==> run_1/met2.png <==
Drawn at 4 px/um.
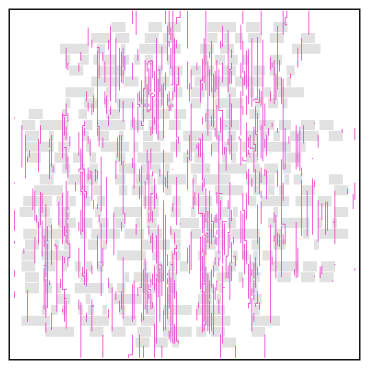
==> run_1/metal_stack.png <==
Drawn at 4 px/um. Two of the layers only.
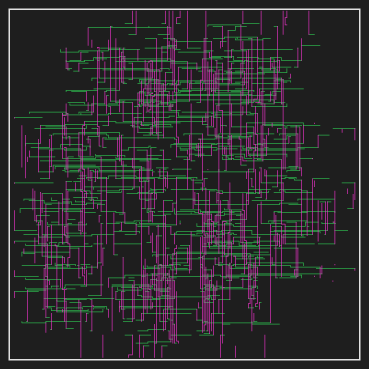
==> run_1/final_placement.png <==
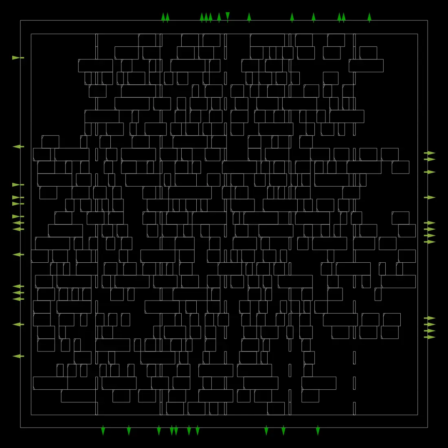
==> run_1/pins.png <==
Drawn at 6 px/um. Pins as bars across the die edge, other pins in gray.
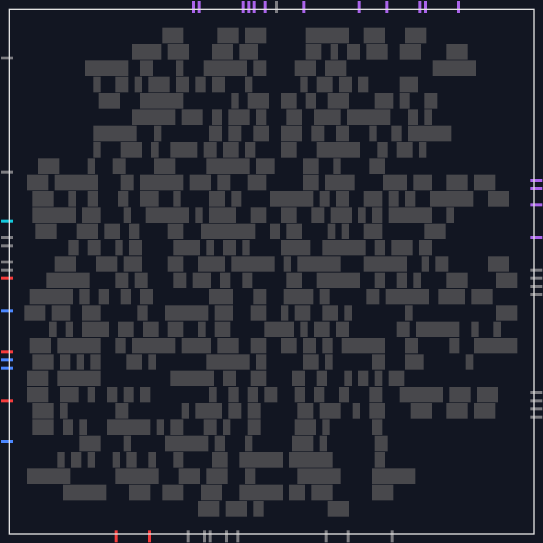
==> src/rtl/phase_sequencer.sv <==
// Phase sequencer: steps a one-hot phase enable through NPHASE phases per
// instruction. It can run continuously, or single-step one instruction per
// exec pulse. It counts advancing cycles and completed instructions, and it
// latches into HALTED when a halt decode arrives in the last phase.
module phase_sequencer #(
  parameter int NPHASE = 5,
  parameter int CNT_W  = 16
) (
  input  logic              clk,
  input  logic              rst_n,
  input  logic              exec,
  input  logic              step_mode,
  input  logic              halt,
  input  logic              stall,
  output logic [NPHASE-1:0] phase,
  output logic [3:0]        phase_idx,
  output logic              running,
  output logic              halted,
  output logic [CNT_W-1:0]  cycle_count,
  output logic [CNT_W-1:0]  inst_count
);

  typedef enum logic [1:0] {
    S_IDLE   = 2'd0,
    S_RUN    = 2'd1,
    S_STEP   = 2'd2,
    S_HALTED = 2'd3
  } state_e;

  localparam logic [NPHASE-1:0] PHASE_FIRST = {1'b1, {(NPHASE-1){1'b0}}};
  localparam logic [CNT_W-1:0]  CNT_MAX     = '1;
  localparam logic [CNT_W-1:0]  CNT_ONE     = CNT_W'(1);

  state_e             state_q, state_d;
  logic [NPHASE-1:0]  phase_q, phase_d;
  logic [3:0]         phase_idx_q, phase_idx_d;
  logic               running_q, running_d;
  logic               halted_q, halted_d;
  logic               pause_q, pause_d;
  logic [CNT_W-1:0]   cycle_count_q, cycle_count_d;
  logic [CNT_W-1:0]   inst_count_q, inst_count_d;
  logic               pause_pend;

  // Next-state and next-output logic for the sequencer FSM.
  always_comb begin
    // NOTE: every signal gets a default before the case, so no path can leave
    // one unassigned and infer a latch.
    state_d       = state_q;
    phase_d       = phase_q;
    phase_idx_d   = phase_idx_q;
    running_d     = running_q;
    halted_d      = halted_q;
    pause_d       = pause_q;
    cycle_count_d = cycle_count_q;
    inst_count_d  = inst_count_q;
    // An exec that arrives in the completing cycle of a RUN instruction still
    // counts as a pause request for that completion.
    pause_pend    = pause_q | exec;

    unique case (state_q)
      S_IDLE: begin
        pause_d = 1'b0;
        if (exec) begin
          // step_mode is looked at only here, on the way out of IDLE.
          state_d     = step_mode ? S_STEP : S_RUN;
          phase_d     = PHASE_FIRST;
          phase_idx_d = 4'd0;
          running_d   = 1'b1;
        end
      end

      S_RUN, S_STEP: begin
        if (exec && state_q == S_RUN) pause_d = 1'b1;
        if (!stall) begin
          if (cycle_count_q != CNT_MAX) cycle_count_d = cycle_count_q + CNT_ONE;
          if (phase_q[0]) begin
            if (inst_count_q != CNT_MAX) inst_count_d = inst_count_q + CNT_ONE;
            phase_idx_d = 4'd0;
            if (halt) begin
              // A halt has priority over a pending pause and over step mode.
              state_d   = S_HALTED;
              phase_d   = '0;
              running_d = 1'b0;
              halted_d  = 1'b1;
              pause_d   = 1'b0;
            end else if (state_q == S_STEP || pause_pend) begin
              state_d   = S_IDLE;
              phase_d   = '0;
              running_d = 1'b0;
              pause_d   = 1'b0;
            end else begin
              phase_d = PHASE_FIRST;
            end
          end else begin
            phase_d     = phase_q >> 1;
            phase_idx_d = phase_idx_q + 4'd1;
          end
        end
      end

      S_HALTED: begin
        // HALTED is left only through reset.
      end

      default: state_d = S_IDLE;
    endcase
  end

  // Register all state and outputs; synchronous active-low reset.
  always_ff @(posedge clk) begin
    // NOTE: sequential state uses non-blocking assignments, so every flop
    // samples the pre-edge values and the update order does not matter.
    if (!rst_n) begin
      state_q       <= S_IDLE;
      phase_q       <= '0;
      phase_idx_q   <= 4'd0;
      running_q     <= 1'b0;
      halted_q      <= 1'b0;
      pause_q       <= 1'b0;
      cycle_count_q <= '0;
      inst_count_q  <= '0;
    end else begin
      state_q       <= state_d;
      phase_q       <= phase_d;
      phase_idx_q   <= phase_idx_d;
      running_q     <= running_d;
      halted_q      <= halted_d;
      pause_q       <= pause_d;
      cycle_count_q <= cycle_count_d;
      inst_count_q  <= inst_count_d;
    end
  end

  assign phase       = phase_q;
  assign phase_idx   = phase_idx_q;
  assign running     = running_q;
  assign halted      = halted_q;
  assign cycle_count = cycle_count_q;
  assign inst_count  = inst_count_q;

endmodule

==> config.mk <==
export PLATFORM = sky130hd
export DESIGN_NAME = phase_sequencer
export DESIGN_NICKNAME = d
export VERILOG_FILES = /design/src/rtl/phase_sequencer.sv
export SDC_FILE = /design/constraint.sdc
export NUM_CORES = 1
export LEC_CHECK = 0
export ABC_CLOCK_PERIOD_IN_PS = 2300
export CELL_PAD_IN_SITES_DETAIL_PLACEMENT = 1
export CELL_PAD_IN_SITES_GLOBAL_PLACEMENT = 1
export CORE_MARGIN = 2
export CORE_UTILIZATION = 34
export CTS_CLUSTER_DIAMETER = 60
export CTS_CLUSTER_SIZE = 30
export DETAILED_ROUTE_END_ITERATION = 10
export PLACE_DENSITY = 0.75
export SLEW_MARGIN = 15
export SYNTH_ARGS = -nofsm -noshare
export SYNTH_HDL_FRONTEND = slang
export SYNTH_SLANG_ARGS = --single-unit
==> constraint.sdc <==
create_clock -name clk -period 2.3 [get_ports clk]
set_clock_uncertainty 0.05 [all_clocks]
set_input_delay 0.23 -clock clk [delete_from_list [all_inputs] [get_ports clk]]
set_output_delay 0.23 -clock clk [all_outputs]
set_load 0.02 [all_outputs]
==> reports/qor.txt, run 1 <==
Worst-Margin Slew - 0.571 ns
cell count after placement - 415
CP endpoint - cycle_count[15]$_SDFFE_PN0P_
Clock buf/inv share - 0.0292
main logic family after synthesis - simple AND/OR/NAND/NOR gates
# nets final - 356
Routability Congestion - 0.776
Seq/Total Area, Yosys - 0.391
clock group power - 526 uW
1st-iter DRT viols - 88
Critical Path AT - 2.33 ns
Multiplexer share - 0.0595
crit-path cells - inv_1 > ha_4 > buf_6 > nor2b_2 > nand4_1 > or4_1 > a21oi_1
Comb pwr share - 0.348
Clock Tree Root - clkbuf_8
switch share - 0.338
largest net degree at the start of global routing - 25
post-synthesis chip area from yosys - 2350 sq um
I/O Pins - 49
Final Cycle Share - 0.934
status - completed
inverters - 10
Detailed Route WL - 6730 um
core area - 6760 sq um
number of buffers created by CTS - 5
Logic power comb - 764 uW
area of the mapped netlist - 2350 sq um
Buf/Inv on CP - 2
final setup vio count - 0
Non-CTS buffers - 65
Overflow after GRT - 0
ys async rst share - 0
hold-critical path depth - 2
clock buffers - 7
logic area - 1370 sq um
Yosys warning total - 0
most common logic cells in the final layout - 48 x clkdlybuf4s50_1, 46 x dfxtp_1, 40 x nand2_1
Sequential Area - 921 sq um
reg-to-reg startpoint - state_q[0]$_SDFFE_PN0P_
tool warnings - 29
Pre-Repair DR Iteration Count - 4
crit path max fanout - 13
synthesized net count - 296
Main synth FF type - dfxtp_1
pre-CTS setup slack - 0.0925 ns
Adder Area Share - 0.0372
final hold vios - 0
hold path endpoint - phase[1]$_SDFFE_PN0P_
CP startpoint - state_q[0]$_SDFFE_PN0P_
Synth Area in Simple Gates - 0.296
About met2.png:
longest straight run: 30.3 um
nets with wire on the layer: 311
share of all routed wire: 45%
main direction: vertical
wire length on this layer: 3,050 um

About metal_stack.png:
legend:
  met1:
    color: green
    wire_length: 3,360 um
  met2:
    color: magenta
    wire_length: 3,050 um

About final_placement.png:
fin util: 0.463
non-filler instance count after layout: 424
Tap Count: 80
FF+latch count: 46
sequential portion of the cell area: 0.294

About pins.png:
legend:
  phase_idx:
    color: blue
    pins: 4
    direction: output
    edge: left
  cycle_count:
    color: purple
    pins: 16
    direction: output
    edge: 12 top, 4 right
  phase:
    color: red
    pins: 5
    direction: output
    edge: 3 left, 2 bottom
  stall:
    color: cyan
    pins: 1
    direction: input
    edge: left

==> run 1: routing by layer <==
| layer | vias up | share of wire | track usage |
|---|---|---|---|
| met1 | 1126 | 0.50 | 0.263 |
| met5 | - | 0 | 0 |
| met2 | 40 | 0.45 | 0.288 |
| met3 | 9 | 0.035 | 0.0436 |
| li1 | 1161 | - | - |
| met4 | 0 | 0.013 | 0.0531 |
==> run 1: sequential cells by signal, indices dropped and copies added (netlist names) <==
| signal | cells |
|---|---|
| cycle_count | 16 |
| inst_count | 16 |
| state_q | 2 |
| running | 1 |
| phase | 5 |
| phase_idx | 4 |
| pause_q | 1 |
| halted | 1 |
==> inputs of run 2 (changes only) <==
--- a/config.mk
+++ b/config.mk
@@ -13,7 +13,7 @@
 export CTS_CLUSTER_DIAMETER = 60
 export CTS_CLUSTER_SIZE = 30
 export DETAILED_ROUTE_END_ITERATION = 10
-export PLACE_DENSITY = 0.75
+export PLACE_DENSITY_LB_ADDON = 0.25
 export SLEW_MARGIN = 15
 export SYNTH_ARGS = -nofsm -noshare
 export SYNTH_HDL_FRONTEND = slang
==> run_2/metal_stack.png <==
Drawn at 4 px/um. Two of the layers only.
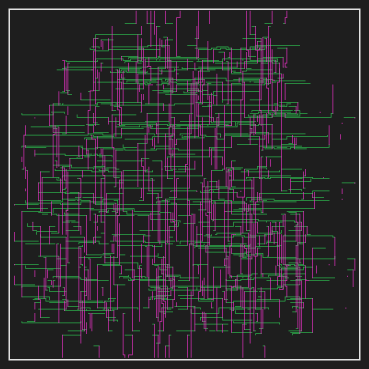
DR WL/cell: 15.3 um
total number of vias: 2,323
Detailed Route WL: 6440 um
total global-route track usage: 0.171

==> reports/qor.txt, run 2 <==
Routability Congestion - 0.809 (was 0.776)
final hold vios - 0 (unchanged)
Clock Tree Root - clkbuf_8 (unchanged)
Highest Signal Layer - met4 (unchanged)
grt met3 use - 0.0284 (was 0.0436)
reg-to-reg startpoint - state_q[1]$_SDFFE_PN0P_ (was state_q[0]$_SDFFE_PN0P_)
1st-iter DRT viols - 70 (was 88)
Clock buf/inv share - 0.0245 (was 0.0292)
I/O Pins - 49 (unchanged)
Pre-Repair DR Iteration Count - 4 (unchanged)
cell count after placement - 415 (unchanged)
FF+latch count - 46 (unchanged)
grt met2 use - 0.280 (was 0.288)
Buf/Inv on CP - 1 (was 2)
hold path endpoint - phase[1]$_SDFFE_PN0P_ (unchanged)
Overflow after GRT - 0 (unchanged)
Sequential Area - 921 sq um (unchanged)
switch share - 0.335 (was 0.338)
area of the mapped netlist - 2350 sq um (unchanged)
tool warnings - 29 (unchanged)
Main synth FF type - dfxtp_1 (unchanged)
inverters - 10 (unchanged)
status - completed (unchanged)
Final Cycle Share - 0.955 (was 0.934)
crit-path cells - inv_1 > ha_4 > nand4b_1 > or4_1 > or4_1 > a21oi_1 (was inv_1 > ha_4 > buf_6 > nor2b_2 > nand4_1 > or4_1 > a21oi_1)
post-synthesis chip area from yosys - 2350 sq um (unchanged)
hold-critical path depth - 2 (unchanged)
synthesized net count - 296 (unchanged)
clock buffers - 7 (unchanged)
ys async rst share - 0 (unchanged)
grt peak-use layer - met2 (unchanged)
Met2 Wirelength - 3020 um (was 3050 um)
Tap Count - 80 (unchanged)
sequential portion of the cell area - 0.296 (was 0.294)
clock group power - 462 uW (was 526 uW)
fin util - 0.461 (was 0.463)
Worst-Margin Slew - 0.556 ns (was 0.571 ns)
# nets final - 355 (was 356)
pre-CTS setup slack - 0.00450 ns (was 0.0925 ns)
non-filler instance count after layout - 422 (was 424)
CP startpoint - state_q[1]$_SDFFE_PN0P_ (was state_q[0]$_SDFFE_PN0P_)
Placed Area - 3010 sq um (unchanged)
final setup vio count - 0 (unchanged)
Non-CTS buffers - 64 (was 65)
Critical Path AT - 2.36 ns (was 2.33 ns)
clock latency on the worst-skew pair - 0.29 ns (was 0.31 ns)
routed length on met3 - 176 um (was 239 um)
Yosys warning total - 0 (unchanged)
CP endpoint - inst_count[11]$_SDFFE_PN0P_ (was cycle_count[15]$_SDFFE_PN0P_)
largest net degree at the start of global routing - 39 (was 25)
Slew HR - 0.627 (was 0.617)
==> run 2: netlist changes by cell type in the layout (fill, tap and decap cells not counted) <==
| cell | delta |
|---|---|
| nor4_1 | -1 |
| clkbuf_8 | -1 |
| clkinv_2 | -1 |
| nor4_2 | +1 |
| clkbuf_1 | +1 |
| buf_4 | -1 |
==> run 2: logic make-up (layout without fill, tap and decap cells) <==
family,count (synthesis),in the layout,share of synthesized area
adders and majority gates,7,7,0.0372
xor gates and xnor gates,2,2,0.00744
buffers and inverters,22,81,0.0361
AOI/OAI and AO/OA,65,65,0.172
DFF,46,46,0.391
muxes,14,14,0.0595
and+or+nand+nor,127,127,0.296
==> inputs of run 3 (changes only) <==
--- a/config.mk
+++ b/config.mk
@@ -6,6 +6,7 @@
 export NUM_CORES = 1
 export LEC_CHECK = 0
 export ABC_CLOCK_PERIOD_IN_PS = 2300
+export CAP_MARGIN = 20
 export CELL_PAD_IN_SITES_DETAIL_PLACEMENT = 1
 export CELL_PAD_IN_SITES_GLOBAL_PLACEMENT = 1
 export CORE_MARGIN = 2
==> run_3/metal_stack.png <==
Drawn at 4 px/um. Two of the layers only.
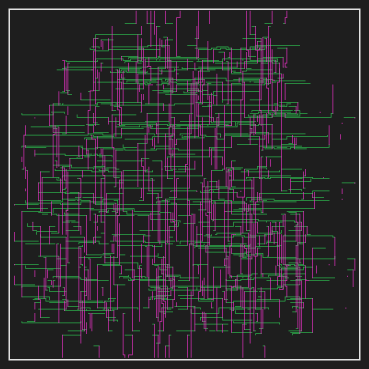

==> reports/qor.txt, run 3 <==
status - completed (unchanged)
area of the mapped netlist - 2350 sq um (unchanged)
Seq/Total Area, Yosys - 0.391 (unchanged)
Met2 Wirelength - 3020 um (unchanged)
Clock buf/inv share - 0.0245 (unchanged)
Comb pwr share - 0.362 (about the same)
crit path max fanout - 4 (unchanged)
fin util - 0.461 (unchanged)
Adder Area Share - 0.0372 (unchanged)
Slew HR - 0.627 (unchanged)
clock group power - 462 uW (about the same)
final hold vios - 0 (unchanged)
Final Cycle Share - 0.955 (unchanged)
Placed Area - 3010 sq um (unchanged)
reg-to-reg startpoint - state_q[1]$_SDFFE_PN0P_ (unchanged)
clock buffers - 7 (unchanged)
FF+latch count - 46 (unchanged)
main logic family after synthesis - simple AND/OR/NAND/NOR gates (unchanged)
number of buffers created by CTS - 5 (unchanged)
hold-critical path depth - 2 (unchanged)
clock latency on the worst-skew pair - 0.29 ns (about the same)
grt peak-use layer - met2 (unchanged)
Synth Area in XOR/XNOR - 0.00744 (unchanged)
synthesized net count - 296 (unchanged)
Worst-Margin Slew - 0.556 ns (unchanged)
# nets final - 355 (unchanged)
switch share - 0.335 (unchanged)
Tap Count - 80 (unchanged)
Overflow after GRT - 0 (unchanged)
Met1 Wirelength - 3190 um (unchanged)
crit-path cells - inv_1 > ha_4 > nand4b_1 > or4_1 > or4_1 > a21oi_1 (unchanged)
Sequential Area - 921 sq um (unchanged)
post-synthesis chip area from yosys - 2350 sq um (unchanged)
final setup vio count - 0 (unchanged)
Critical Path AT - 2.36 ns (about the same)
total global-route track usage - 0.171 (unchanged)
core area - 6760 sq um (unchanged)
hold path endpoint - phase[1]$_SDFFE_PN0P_ (unchanged)
Yosys warning total - 0 (unchanged)
non-filler instance count after layout - 422 (unchanged)
largest net degree at the start of global routing - 39 (unchanged)
==> run 3: cell counts in the layout (fill, tap and decap cells not counted) <==
Identical to the previous run, type by type.
==> run 3: worst max-delay path by stage <==
stage	cells past startpoint	slack, ns	start	to
6_report	6	0.10	state_q[1]$_SDFFE_PN0P_	inst_count[11]$_SDFFE_PN0P_
3_5_place_dp	5	0.004	stall	inst_count[11]$_SDFFE_PN0P_
2_1_floorplan	7	0.12	state_q[1]$_SDFFE_PN0P_	cycle_count[11]$_SDFFE_PN0P_
4_1_cts	7	0.07	state_q[1]$_SDFFE_PN0P_	cycle_count[11]$_SDFFE_PN0P_
3_3_place_gp	5	0.04	stall	inst_count[11]$_SDFFE_PN0P_
5_1_grt	6	-0.03	state_q[0]$_SDFFE_PN0P_	inst_count[12]$_SDFFE_PN0P_
Power and IR drop assume default switching activity.
